**src/rtl/ram_w16b8_ctrl.sv**
```systemverilog
`default_nettype none
// ============================================================================
// Module   : ram_w16b8_ctrl
// Purpose  : Request sequencer in front of a 16x8 synchronous RAM. Accepts
//            single write, single read and burst-read commands on a
//            valid/ready port. It drives registered RAM strobes and returns
//            read data as one-cycle rsp_valid pulses, so upstream logic never
//            sees the RAM select encoding, read latency or Hi-Z output.
// Revision : 1.0 - initial release
// ----------------------------------------------------------------------------
// Ports
//   clk        in   clock, all state updates on posedge
//   rst_n      in   asynchronous active-low reset
//   req_valid  in   command present
//   req_ready  out  controller can accept (state is IDLE)
//   req_write  in   1 = write, 0 = read
//   req_addr   in   start address
//   req_wdata  in   write data (ignored for reads)
//   req_cnt    in   read beats minus 1 (ignored for writes)
//   rsp_valid  out  read data valid, one-cycle pulse per beat
//   rsp_data   out  read data, held until the next beat
//   rsp_last   out  final beat of a read, qualified by rsp_valid
//   busy       out  ~req_ready
//   mem_rw     out  RAM RW (1 = write, 0 = read)
//   mem_cs     out  RAM CS; all 1s = select, all 0s = idle
//   mem_addr   out  RAM Address
//   mem_wdata  out  RAM Data_In
//   mem_rdata  in   RAM Data_Out; only sampled in CAPT
// Configuration macro
//   RAM_INIT_SWEEP_EN : after reset, write INIT_VALUE to every location
//                       (one per cycle) before accepting commands.
// ============================================================================
module ram_w16b8_ctrl #(
   parameter int ADDR_W = 4,
   parameter int DATA_W = 8,
   parameter int CS_W   = 4
`ifdef RAM_INIT_SWEEP_EN
   ,
   parameter logic [DATA_W-1:0] INIT_VALUE = '0
`endif
) (
   input  logic              clk,
   input  logic              rst_n,
   input  logic              req_valid,
   output logic              req_ready,
   input  logic              req_write,
   input  logic [ADDR_W-1:0] req_addr,
   input  logic [DATA_W-1:0] req_wdata,
   input  logic [ADDR_W-1:0] req_cnt,
   output logic              rsp_valid,
   output logic [DATA_W-1:0] rsp_data,
   output logic              rsp_last,
   output logic              busy,
   output logic              mem_rw,
   output logic [CS_W-1:0]   mem_cs,
   output logic [ADDR_W-1:0] mem_addr,
   output logic [DATA_W-1:0] mem_wdata,
   input  logic [DATA_W-1:0] mem_rdata
);

   typedef enum logic [1:0] {
      S_IDLE   = 2'd0,
      S_ACCESS = 2'd1,
      S_CAPT   = 2'd2,
      S_INIT   = 2'd3
   } state_t;

   localparam logic [CS_W-1:0]   C_CS_SEL  = {CS_W{1'b1}};
   localparam logic [CS_W-1:0]   C_CS_IDLE = {CS_W{1'b0}};
   localparam logic [ADDR_W-1:0] C_ADDR_ONE = {{(ADDR_W-1){1'b0}}, 1'b1};
   localparam logic [ADDR_W-1:0] C_ADDR_MAX = {ADDR_W{1'b1}};

   state_t            r_state;
   state_t            w_next;
   logic              r_write;   // latched command type
   logic [ADDR_W-1:0] r_rem;     // beats remaining after the current one
   logic              w_accept;

`ifdef RAM_INIT_SWEEP_EN
   logic [ADDR_W-1:0] r_init_cnt;
`endif

   assign req_ready = (r_state == S_IDLE);
   assign busy      = ~req_ready;
   assign w_accept  = req_valid && req_ready;

   // ---------------------------------------------------------------- state
   always_ff @(posedge clk or negedge rst_n) begin
      if (!rst_n) begin
`ifdef RAM_INIT_SWEEP_EN
         r_state <= S_INIT;
`else
         r_state <= S_IDLE;
`endif
      end else begin
         r_state <= w_next;
      end
   end

   always_comb begin
      w_next = r_state;
      case (r_state)
         S_IDLE:   if (w_accept) w_next = S_ACCESS;
         S_ACCESS: w_next = r_write ? S_IDLE : S_CAPT;
         S_CAPT:   w_next = (r_rem == '0) ? S_IDLE : S_ACCESS;
`ifdef RAM_INIT_SWEEP_EN
         S_INIT:   if (r_init_cnt == C_ADDR_MAX) w_next = S_IDLE;
`endif
         default:  w_next = S_IDLE;
      endcase
   end

   // ------------------------------------------------------------- datapath
   // All RAM strobes are registered: the value loaded at an edge is what the
   // RAM samples at the following edge.
   always_ff @(posedge clk or negedge rst_n) begin
      if (!rst_n) begin
         mem_cs    <= C_CS_IDLE;
         mem_rw    <= 1'b0;
         mem_addr  <= '0;
         mem_wdata <= '0;
         rsp_valid <= 1'b0;
         rsp_data  <= '0;
         rsp_last  <= 1'b0;
         r_write   <= 1'b0;
         r_rem     <= '0;
`ifdef RAM_INIT_SWEEP_EN
         r_init_cnt <= '0;
`endif
      end else begin
         rsp_valid <= 1'b0;
         rsp_last  <= 1'b0;
         case (r_state)
            S_IDLE: begin
               if (w_accept) begin
                  mem_cs    <= C_CS_SEL;
                  mem_rw    <= req_write;
                  mem_addr  <= req_addr;
                  mem_wdata <= req_wdata;
                  r_write   <= req_write;
                  r_rem     <= req_cnt;
               end else begin
                  mem_cs <= C_CS_IDLE;
               end
            end
            S_ACCESS: begin
               mem_cs <= C_CS_IDLE;
            end
            S_CAPT: begin
               // RAM data launched by the ACCESS edge is stable in this cycle.
               rsp_valid <= 1'b1;
               rsp_data  <= mem_rdata;
               rsp_last  <= (r_rem == '0);
               if (r_rem != '0) begin
                  mem_cs   <= C_CS_SEL;
                  mem_rw   <= 1'b0;
                  mem_addr <= mem_addr + C_ADDR_ONE;  // wraps modulo 2^ADDR_W
                  r_rem    <= r_rem - C_ADDR_ONE;
               end
            end
`ifdef RAM_INIT_SWEEP_EN
            S_INIT: begin
               mem_cs     <= C_CS_SEL;
               mem_rw     <= 1'b1;
               mem_addr   <= r_init_cnt;
               mem_wdata  <= INIT_VALUE;
               r_init_cnt <= r_init_cnt + C_ADDR_ONE;
            end
`endif
            default: begin
               mem_cs <= C_CS_IDLE;
            end
         endcase
      end
   end

endmodule
`default_nettype wire
```
**config.mk**
```make
export PLATFORM = sky130hd
export DESIGN_NAME = ram_w16b8_ctrl
export DESIGN_NICKNAME = d
export VERILOG_FILES = /design/src/rtl/ram_w16b8_ctrl.sv
export SDC_FILE = /design/constraint.sdc
export NUM_CORES = 1
export LEC_CHECK = 0
export CAP_MARGIN = 0
export CORE_ASPECT_RATIO = 1.25
export CORE_UTILIZATION = 35
export CTS_CLUSTER_SIZE = 24
export DETAILED_ROUTE_END_ITERATION = 10
export PLACE_DENSITY = 0.67
export SLEW_MARGIN = 20
export SYNTH_ARGS = -nofsm -noshare
export SYNTH_HDL_FRONTEND = slang
export SYNTH_SLANG_ARGS = --single-unit
export TNS_END_PERCENT = 20
```
**constraint.sdc**
```tcl
create_clock -name clk -period 4.3 [get_ports clk]
set_input_delay 1.29 -clock clk [delete_from_list [all_inputs] [get_ports clk]]
set_output_delay 1.29 -clock clk [all_outputs]
set_load 0.005 [all_outputs]
```
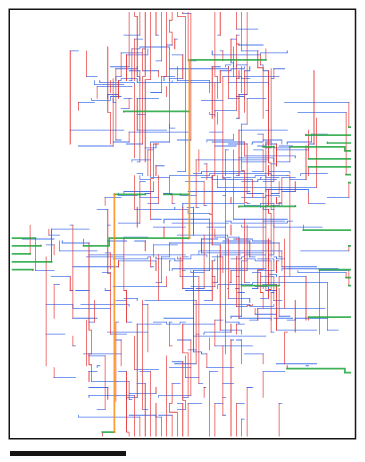
(images/metal_stack.png)
Bar = 20 um.
[met4] orange | wire length: 71.4 um
[met1] blue | wire length: 1,320 um
[met3] green | wire length: 167 um
[met2] red | wire length: 1,640 um
Routed WL: 3199 um
WL/cell: 13.73 um
GRT Overall Usage: 16.46%

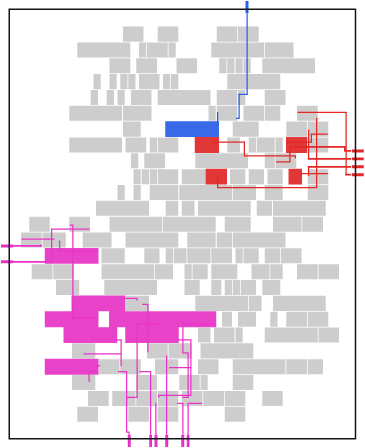
(images/port_nets.png)
[rsp_valid] blue | bits: 1 | direction: output | edge: north | end cells: 1 | buffers: 1 | wire: 22.1 um
[req_addr] red | bits: 4 | direction: input | edge: east | end cells: 4 | buffers: 4 | wire: 118 um
[mem_wdata] magenta | bits: 8 | direction: output | edge: 6 south, 2 west | end cells: 8 | buffers: 8 | wire: 205 um

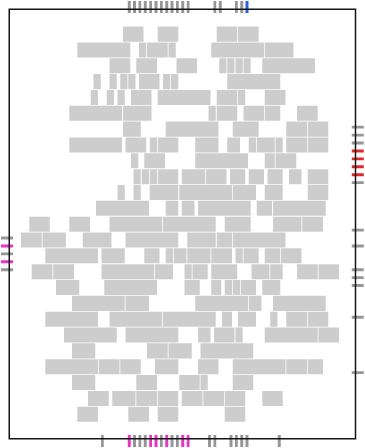
(images/pins.png)
Pins as bars across the die edge, other pins in grey.
[req_addr] red | pins: 4 | direction: input | edge: east
[mem_wdata] magenta | pins: 8 | direction: output | edge: 6 south, 2 west
[rsp_valid] blue | pins: 1 | direction: output | edge: north
all pins by edge: 20 south, 17 north, 15 east, 5 west
count of input and output buffers: 56
vertical extent of the die: 73.50 um

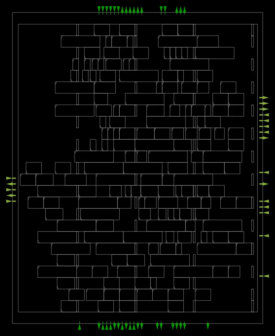
(images/final_placement.png)
total number of sequential cells: 31
end-of-flow core utilization: 54.24%
filler instances: 357
tally of non-filler cells in the final layout: 233
total number of tap cells: 54

[cell type report]
cell class                 instances  area [um2]
clock buffer                       5       68.82
clock inverter                     3       23.77
fill                             357        1760
inverter                           7       28.78
multi-input combinational         76       554.3
sequential                        31       775.7
tap                               54       67.56
timing repair buffer              57       568.0
[sequential cells by signal (all words and copies together) (netlist names)]
signal	flops
r_state	2
mem_wdata	8
mem_cs	1
mem_addr	4
rsp_valid	1
r_write	1
mem_rw	1
rsp_data	8
r_rem	4
rsp_last	1
[cell usage after synthesis, types with 2 or more instances]
cell and number:
dfrtp_1 31, nand2_1 26, mux2_2 11, inv_1 6, a211oi_1 4, a2bb2oi_1 4, buf_4 4, buf_6 3
mux2i_1 3, ha_1 2, nand2b_1 2, nand3b_1 2, nor2_1 2, nor3b_1 2, o22ai_1 2
[report_power, final]
group	switching (mW)	internal, mW
combinational	0.237	0.404
clock	0.118	0.115
sequential	0.106	0.429
total	0.461	0.949
[worst min-delay path by stage]
stage          startpoint          to  cells past startpoint
4_1_cts           r_write  r_state[1]                      1
6_report          r_write  r_state[1]                      1
3_3_place_gp      r_write  r_state[1]                      1
5_1_grt           r_write  r_state[1]                      1
2_1_floorplan     r_write  r_state[1]                      1
3_5_place_dp      r_write  r_state[1]                      1
[layer usage]
metal / vias to the layer above / wire length (um) / global-route usage [%]
met2: 33 / 1641 / 25.97
met5: - / 0 / 0
met3: 6 / 166 / 4.754
li1: 530 / - / -
met4: 0 / 71 / 8.730
met1: 535 / 1320 / 20.11
[cells by family (layout without fill, tap and decap cells)]
logic type | Yosys count | in the layout | synth area share, %
flops | 31 | 31 | 54.20
fa+ha+maj | 2 | 2 | 1.748
buf+inv | 16 | 72 | 7.080
compound gates | 17 | 17 | 9.615
mux | 14 | 14 | 10.75
simple gates | 43 | 43 | 16.61
==> impl_metrics.ini <==
; synthesis and place-and-route metrics
[clock_tree]
cts_root_buffer = clkbuf_8
path_clk_slew_ps = 70
cts_setup_buffers = 0
cts.sinks = 31
cts.repair.resized = 0

[die]
floorplan.rows = 25
die_x_um = 59.20
core_um2 = 3847
top_level_ports = 57

[critical_path]
crit_path_max_fanout = 8
path_cells = nor2_1, clkdlybuf4s50_1
crit-reg2reg-launch = r_rem[0]
worstPathBufferInverterCount = 1
worst_setup_path_start_kind = flip-flop
critical_path.endpoint = req_ready
timing.reg2reg.worst_path_depth = 5
critical-path-top-delay-family = buffers and inverters

[logic_synthesis]
postSynthNetCount = 153
post_synth_instance_area_um2 = 1431
ys_warn_count = 0
synth_top_flop_cell = dfrtp_1
netlist_instances = 123
synth.ff_latch_count = 31
synth_top_area_share_pct = 54.20
ys_area_um2 = 1431

[route]
post_drt_antenna_nets = 0
drt_drc_violations_left = 0

[finish]
antenna_cells = 0
net_count_of_the_finished_layout = 208
mostFrequentLayoutCell = clkdlybuf4s50_1
postLayoutCellArea_um2 = 2087
post_route_cells_drive_above_1_share_pct = 15.08
mostFrequentLayoutCells = clkdlybuf4s50_1, dfrtp_1, nand2_1

[sta]
finalCriticalPeriod_ps = 2805
unrepaired_setup_endpoints_after_global_routing = no
least_setup_slack_across_all_paths_after_layout_ps = 1495

[power_and_ir_drop]
power.leakage_nw = 0.8841

[place]
place_area_um2 = 1994

[global_route]
number_of_global_route_vias_before_repair = 1096

[status]
outcome = finished, final reports clean
